`config.mk`:
```
export PLATFORM = sky130hd
export DESIGN_NAME = fetch_pc_sequencer
export DESIGN_NICKNAME = d
export VERILOG_FILES = /design/src/rtl/fetch_pc_sequencer.sv
export SDC_FILE = /design/constraint.sdc
export NUM_CORES = 1
export LEC_CHECK = 0
export ABC_AREA = 1
export CAP_MARGIN = 20
export CELL_PAD_IN_SITES_DETAIL_PLACEMENT = 1
export CELL_PAD_IN_SITES_GLOBAL_PLACEMENT = 1
export CORE_ASPECT_RATIO = 0.8
export CORE_MARGIN = 5
export CORE_UTILIZATION = 49
export CTS_CLUSTER_SIZE = 14
export DETAILED_ROUTE_END_ITERATION = 10
export DONT_BUFFER_PORTS = 1
export PLACE_DENSITY = 0.82
export SLEW_MARGIN = 0
export SYNTH_ARGS = -nofsm -noshare
export SYNTH_HDL_FRONTEND = slang
export SYNTH_SLANG_ARGS = --single-unit
```
`constraint.sdc`:
```
create_clock -name clk -period 2.3 [get_ports clk]
set_input_delay 0.345 -clock clk [delete_from_list [all_inputs] [get_ports clk]]
set_output_delay 0.345 -clock clk [all_outputs]
set_load 0.02 [all_outputs]
```
`src/rtl/fetch_pc_sequencer.sv`:
```
// Fetch-stage PC sequencer: owns the program counter, issues imem requests,
// registers returned words with a valid flag and the demux select, and
// handles branch redirects and downstream stalls.
module fetch_pc_sequencer #(
  parameter int INSTR_W  = 22,
  parameter int ADDR_W   = 10,
  parameter int RESET_PC = 0
) (
  input  logic               clk,
  input  logic               rst_n,
  output logic [ADDR_W-1:0]  imem_addr,
  output logic               imem_req,
  input  logic               imem_ack,
  input  logic [INSTR_W-1:0] imem_rdata,
  input  logic               branch_taken,
  input  logic [ADDR_W-1:0]  branch_target,
  input  logic               stall,
  output logic [INSTR_W-1:0] instr_out,
  output logic               instr_valid,
  output logic               sel_incr,
  output logic [ADDR_W-1:0]  instr_pc
);

  localparam logic [ADDR_W-1:0] RST_PC = ADDR_W'(RESET_PC);

  typedef enum logic [1:0] {S_IDLE, S_FETCH, S_HOLD} state_t;

  state_t            state, state_nxt;
  logic [ADDR_W-1:0] pc;
  logic              seq;
  // A redirect seen during the reset bubble is parked and applied next cycle.
  logic              pend;
  logic [ADDR_W-1:0] pend_tgt;

  logic              br_live;
  logic              redirect;
  logic [ADDR_W-1:0] redirect_tgt;
  logic              accept;

  assign br_live      = branch_taken && (state != S_IDLE);
  assign redirect     = br_live || pend;
  // A live branch is younger than a parked one, so it wins.
  assign redirect_tgt = br_live ? branch_target : pend_tgt;
  assign accept       = imem_req && imem_ack && !redirect;
  assign imem_addr    = pc;

  // Request generation and next-state selection.
  always_comb begin
    imem_req  = 1'b0;
    state_nxt = state;
    case (state)
      S_IDLE: begin
        state_nxt = S_FETCH;
      end
      S_FETCH: begin
        imem_req = !(instr_valid && stall);
        if (redirect)                  state_nxt = S_FETCH;
        else if (instr_valid && stall) state_nxt = S_HOLD;
      end
      S_HOLD: begin
        if (redirect || !stall) state_nxt = S_FETCH;
      end
      default: state_nxt = S_IDLE;
    endcase
  end

  // State register.
  always_ff @(posedge clk or negedge rst_n) begin
    if (!rst_n) state <= S_IDLE;
    else        state <= state_nxt;
  end

  // Park a redirect that arrives during the reset bubble.
  always_ff @(posedge clk or negedge rst_n) begin
    if (!rst_n) begin
      pend     <= 1'b0;
      pend_tgt <= '0;
    end else begin
      pend <= (state == S_IDLE) && branch_taken;
      if ((state == S_IDLE) && branch_taken) pend_tgt <= branch_target;
    end
  end

  // PC and sequential flag: redirect loads target, accept advances by one.
  always_ff @(posedge clk or negedge rst_n) begin
    if (!rst_n) begin
      pc  <= RST_PC;
      seq <= 1'b0;
    end else if (redirect) begin
      pc  <= redirect_tgt;
      seq <= 1'b0;
    end else if (accept) begin
      pc  <= pc + ADDR_W'(1);
      seq <= 1'b1;
    end
  end

  // Output word register: flush on redirect, load on accept, clear on consume.
  always_ff @(posedge clk or negedge rst_n) begin
    if (!rst_n) begin
      instr_out   <= '0;
      instr_valid <= 1'b0;
      sel_incr    <= 1'b0;
      instr_pc    <= '0;
    end else if (redirect) begin
      instr_valid <= 1'b0;
    end else if (accept) begin
      instr_out   <= imem_rdata;
      instr_valid <= 1'b1;
      instr_pc    <= pc;
      sel_incr    <= seq;
    end else if (instr_valid && !stall) begin
      instr_valid <= 1'b0;
    end
  end

endmodule

```
==> results.txt, run 1 <==
fresh numbers from the pnr run: clk_skew 4.717 ps, Comb pwr share 29.6%, DRC violation count after routing 0, synth warn 0, Arrival @ worst endpoint 1980 ps, ys cells 337, Setup-failing EPs final 0, Floorplan Nets 375, max-slew violation count 0, fmax 567.3 MHz, WHS Endpoint pend_tgt[5]$_DFFE_PN0P_, number of global-route vias before repair 2290, Flop area 0.001451 mm², initial antenna violation count 0, TritonRoute pass-1 iters 4, fp_density 50.37%, Nets 379, Rows 24, sw frac 45.18%, outcome completed, largest net degree at the start of global routing 59
==> run 1: routing by layer <==
metal  up-vias  wire, µm
li1       1051         -
met3         7       607
met1      1043      2808
met2        56      3336
met5         -         0
met4         0        50
==> run 1: area by class of cell <==
class                   instances  share of cell area [%]
clock buffers                  11                   4.955
inverters                      23                   2.907
flip-flops and latches         58                   47.50
clock inverters                 5                   3.276
repair buffers                  5                   1.966
well taps                      78                   3.194
multi-input cells             244                   36.20
==> run 1: power by group through the flow <==
| stage | logic (mW) | clock network (mW) | registers [mW] |
|---|---|---|---|
| 2_1_floorplan | 1.26 | 0 | 2.25 |
| 3_3_place_gp | 1.38 | 0 | 2.39 |
| 3_5_place_dp | 1.47 | 0 | 2.40 |
| 4_1_cts | 1.52 | 1.21 | 2.39 |
| 5_1_grt | 1.73 | 1.26 | 2.45 |
| 6_report | 1.49 | 1.18 | 2.37 |
==> run 1: flip-flops by register name (all words and copies together) (netlist names) <==
name,cells
instr_out,22
pend_tgt,10
seq,1
instr_valid,1
pend,1
imem_addr,10
sel_incr,1
state,2
instr_pc,10
==> run 1: cell families (layout without fill, tap and decap cells) <==
logic type | Yosys count | after routing | share of synthesized area [%]
buffers and inverters | 35 | 44 | 7.091
and+or+nand+nor | 207 | 207 | 31.59
xor gates and xnor gates | 1 | 1 | 0.3182
DFF | 58 | 58 | 52.73
adders and majority gates | 1 | 1 | 0.4545
AOI/OAI and AO/OA | 35 | 35 | 7.819
==> run 1: per-stage QoR <==
stage | utilization, % | power, mW | hold WS [ps] | cells
after detailed placement | 50.62 | 3.874 | 51.01 | 406
final | 55.91 | 5.051 | 123.3 | 424
after global placement | 50.62 | 3.774 | 50.73 | 406
after floorplan | - | 3.510 | 49.41 | 337
after CTS | 55.91 | 5.118 | 109.4 | 424
after global routing | 55.91 | 5.440 | 104.9 | 424
Fig. 1: run 1, met2 routing
Drawn at 3 px/µm. Cells faint in the background.
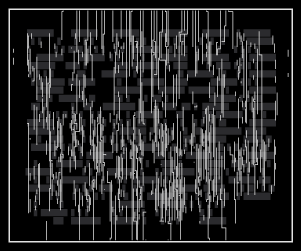
main direction: vertical
longest straight run: 34.0 µm
wire length on this layer: 3340 µm
share of all routed wire: 49%
nets with wire on the layer: 314
routed wire length: 6802 µm
via count: 2157
global routing usage on met2: 32.67%

Fig. 2: run 1, routing congestion
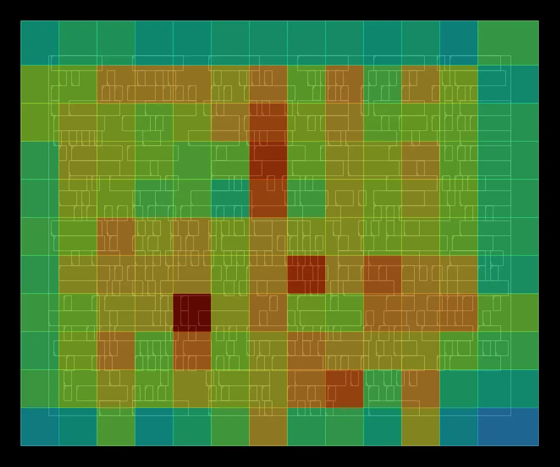
met1 usage: 23.79%
GRT busiest layer: met2
GRT met3 Usage: 10.37%
gr usage total: 20.18%

Fig. 3: run 1, met3 routing
Drawn at 3 px/µm.
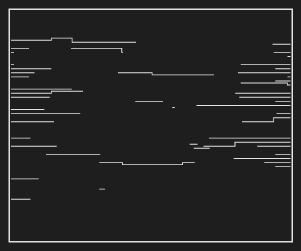
wire length on this layer: 607 µm
longest straight run: 31.1 µm
main direction: horizontal

==> inputs of run 2 (changes only) <==
Settings changed: CORE_UTILIZATION 49 to 45, PLACE_DENSITY 0.82 to 0.76.
Clock period 2.3 ns to 1.75 ns, I/O delays scaled along.
Fig. 4: run 2, routing congestion
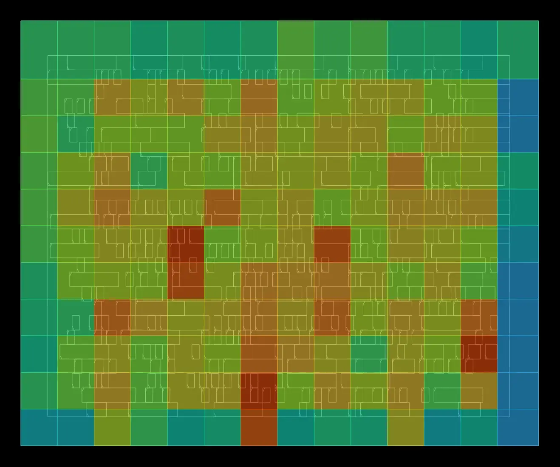
gr usage total: 20.17%
met1 usage: 25.18%
drt wl/cell: 16.63 µm
global routing usage on met2: 32.63%
post-layout util: 52.53%

==> results.txt, run 2 <==
fresh numbers from the pnr run: AND-OR/OR-AND Cells, Area Fraction 7.818% (unchanged), number of global-route vias before repair 2422 (+5.8%), combinational power 2.15 mW (+44%), ys cells 337 (unchanged), final hold slack 41.64 ps (-81.62 ps), Simple Share, Synth 31.59% (unchanged), sequential cell power 3.05 mW (+29%), mux frac, synth 0% (unchanged), via count 2178 (+0.97%), largest net degree at the start of global routing 59 (unchanged), XORs/XNORs by Area 0.3182% (unchanged), max FFs per register 22 (unchanged), fp_density 46.56% (-3.8 points), Comb pwr share 31.6% (+2.0 points), Nets 384 (+1.3%), routed wire length 7168 µm (+5.4%), outcome completed, WHS Endpoint instr_out[14]$_DFFE_PN0P_, hold depth 2, initial antenna violation count 0 (unchanged), Top Consumer sequential cells, clk slew on worst S/H paths 70 ps, Top delay family on crit path simple AND/OR/NAND/NOR gates, Routed Antenna Nets 0, die height 79.96 µm, TritonRoute pass-1 iters 4 (unchanged), Yosys chip area 0.002753 mm², Power, Total 6.793 mW (+34%), clk_skew 6.203 ps (+1.486 ps), crit path kind flop to flop, Rows 25 (+4.2%), sw frac 44.70% (-0.48 points), Floorplan Nets 375 (unchanged), Setup-failing EPs final 0 (unchanged), DRC violation count after routing 0 (unchanged), crit path capture type flop, Clk. pwr 1.60 mW (+36%), synth warn 0 (unchanged), fmax 624.8 MHz (+10%), Main logic family simple AND/OR/NAND/NOR gates, Reg with most FFs instr_out, dpl ws -20.70 ps
Fig. 5: run 2, drive-strength map
Drawn at 4 px/µm.
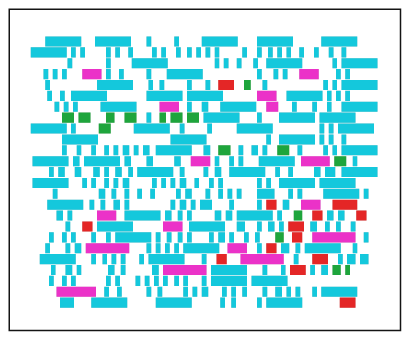
legend:
  red:
    size: _3 and _4 cells
    cells: 13
  green:
    size: _2 cells
    cells: 16
  cyan:
    size: _0 and _1 cells
    cells: 305
  magenta:
    size: _6 and larger
    cells: 16
design area: 0.003105 mm²
Plain + repair buffers: 9
Area growth syn-to-layout: 12.82%
PnR worst setup slack: 149.6 ps

==> run 2: cell counts after synthesis <==
No cell type changed its count.
==> run 2: what timing repair did <==
action,CTS,global route
hold endpoints to repair,58,0
endpoints found under the setup margin,8,31
resized,0,1
hold buffers,2,0
pin swaps,1,0
gates cloned,1,0
==> run 2: final cells by class <==
type                       instances  area (µm²)
clock buffer                       9       123.9
inverter                          23       91.34
sequential                        58        1451
multi-input combinational        245        1117
timing repair buffer               9       90.09
clock inverter                     6       130.1
tap                               81       101.3
fill                             705        2806
==> run 2: metrics by stage <==
stage | setup TNS [ps] | utilization (%) | std cells
6_report | 0 | 52.53 | 431
5_1_grt | 0 | 52.53 | 431
4_1_cts | 0 | 52.49 | 431
3_5_place_dp | -24.40 | 47.37 | 413
3_3_place_gp | 0 | 47.37 | 413
2_1_floorplan | 0 | - | 337
==> run 2: worst max-delay path by stage <==
stage / start / endpoint / slack, ps / depth (start not counted)
floorplan: instr_valid$_DFFE_PN0P_ / instr_pc[3]$_DFFE_PN0P_ / 400 / 7
global placement: state[1]$_DFFE_PN0P_ / instr_pc[7]$_DFFE_PN0P_ / 60 / 8
detailed placement: state[1]$_DFFE_PN0P_ / instr_pc[6]$_DFFE_PN0P_ / -20 / 8
CTS: state[1]$_DFFE_PN0P_ / instr_pc[6]$_DFFE_PN0P_ / 60 / 8
global route: state[1]$_DFFE_PN0P_ / instr_pc[6]$_DFFE_PN0P_ / 0.7 / 8
finish: state[1]$_DFFE_PN0P_ / instr_pc[6]$_DFFE_PN0P_ / 150 / 8
==> run 2: routing by layer <==
metal / part of all wire [%] / global-route usage, % / wire [µm]
met1: 43 / 25.18 / 3100
met2: 49 / 32.63 / 3484
met3: 7.3 / 8.210 / 523
met4: 0.84 / 5.394 / 60
met5: 0 / 0 / 0
Fig. 6: run 2, gate families picked out
Drawn at 4 px/µm.
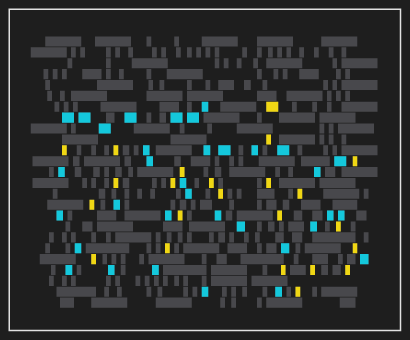

==> inputs of run 3 (changes only) <==
Settings changed: GPL_ROUTABILITY_DRIVEN set to 0, PLACE_DENSITY 0.76 to 0.85.
Fig. 7: run 3, gate families picked out
Drawn at 4 px/µm.
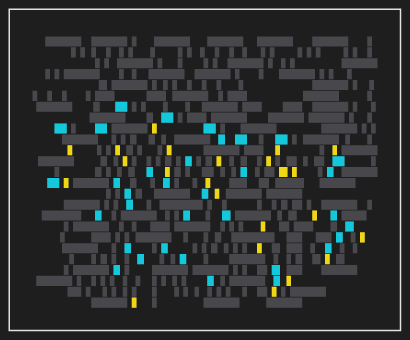
legend:
  yellow:
    family: inv cells
    cells: 23
  cyan:
    family: aoi and oai cells
    cells: 34

==> results.txt, run 3 <==
fresh numbers from the pnr run: outcome completed, Top delay family on crit path simple AND/OR/NAND/NOR gates, number of global-route vias before repair 2381 (-1.7%), fmax 652.6 MHz (+4.5%), Worst setup startpoint instr_valid$_DFFE_PN0P_, crit path capture type flop, Worst Path Buf+Inv 1, clk slew on worst S/H paths 60 ps (about the same), Power, Total 6.481 mW (-4.6%), Rows 25 (unchanged), DRC violation count after routing 0 (unchanged), Routed Antenna Nets 0 (unchanged), number of port buffers 0, gr usage total 18.64% (-1.5 points), max FFs per register 22 (unchanged), fp_density 46.56% (unchanged), CTS root buf clkbuf_8, Leak Pwr 1.600 nW, final hold slack 51.59 ps (+9.948 ps), Syn Area/Cell 8.168 µm², Setup-failing EPs final 0 (unchanged), initial antenna violation count 0 (unchanged), TritonRoute pass-1 iters 4 (unchanged), die height 79.96 µm (unchanged), drt wl/cell 15.64 µm (-6.0%), post-cts gate resize count 0 (unchanged), setup tns final 0 ps (unchanged), via count 2154 (-1.1%), synth warn 0 (unchanged), unrepaired setup endpoints after global routing no, clk_skew 3.439 ps (-2.764 ps), Reg with most FFs instr_out, largest net degree at the start of global routing 59 (unchanged), crit path kind flop to flop, ys cells 337 (unchanged)
Fig. 8: run 3, drive-strength map
Drawn at 4 px/µm.
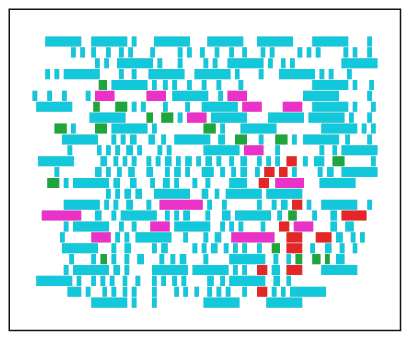
legend:
  green:
    size: _2 cells
    cells: 18
  magenta:
    size: _6 and larger
    cells: 14
  red:
    size: _3 and _4 cells
    cells: 13
  cyan:
    size: _0 and _1 cells
    cells: 305
design area: 0.003055 mm²
Area growth syn-to-layout: 11.00%

run 3: cell counts after synthesis:
No cell type changed its count.
run 3: report_power, final:
part,internal [mW],switching [mW]
logic,0.701,1.36
registers,1.97,1.10
clock network,0.830,0.518
run 3: path summary, 6_finish.rpt:
kind,cells past startpoint,end
min,2,instr_out[15]$_DFFE_PN0P_
max in group asynchronous,2,instr_out[6]$_DFFE_PN0P_
min in group asynchronous,2,imem_addr[7]$_DFFE_PN0P_
max,6,instr_pc[9]$_DFFE_PN0P_
min reg2reg,2,pend_tgt[4]$_DFFE_PN0P_
max reg2reg,6,instr_pc[9]$_DFFE_PN0P_
run 3: stage by stage:
step,setup WS (ps),cells,instance area [µm²]
after global placement,286.1,413,2800
after detailed placement,222.9,413,2800
after CTS,208.4,431,3055
final,217.8,431,3055
after global routing,25.16,431,3055
after floorplan,399.8,337,2753
run 3: repair_timing:
action | CTS | global route
hold buffers | 2 | 0
buffers inserted | 0 | 0
hold endpoints to repair | 58 | 0
run 3: layout make-up:
cell class                 instances  area [µm²]
fill                             717        2856
sequential                        58        1451
multi-input combinational        244        1106
clock buffer                      10       137.6
tap                               81       101.3
timing repair buffer               9       90.09
inverter                          23       88.84
clock inverter                     6       80.08
run 3: per-layer routing:
| layer | share of wire [%] | GRT usage (%) |
|---|---|---|
| met2 | 47 | 30.85 |
| met5 | 0 | 0 |
| met3 | 8.8 | 8.996 |
| met1 | 43 | 22.24 |
| met4 | 1.1 | 3.873 |
run 3: kinds of logic after synthesis:
family,count (synthesis),synth area share [%]
adders and majority gates,1,0.4545
and+or+nand+nor,207,31.59
AOI/OAI and AO/OA,35,7.819
buffers and inverters,35,7.091
xor gates and xnor gates,1,0.3182
DFF,58,52.73
No activity file was given, so power comes from the tool's default toggle rates.
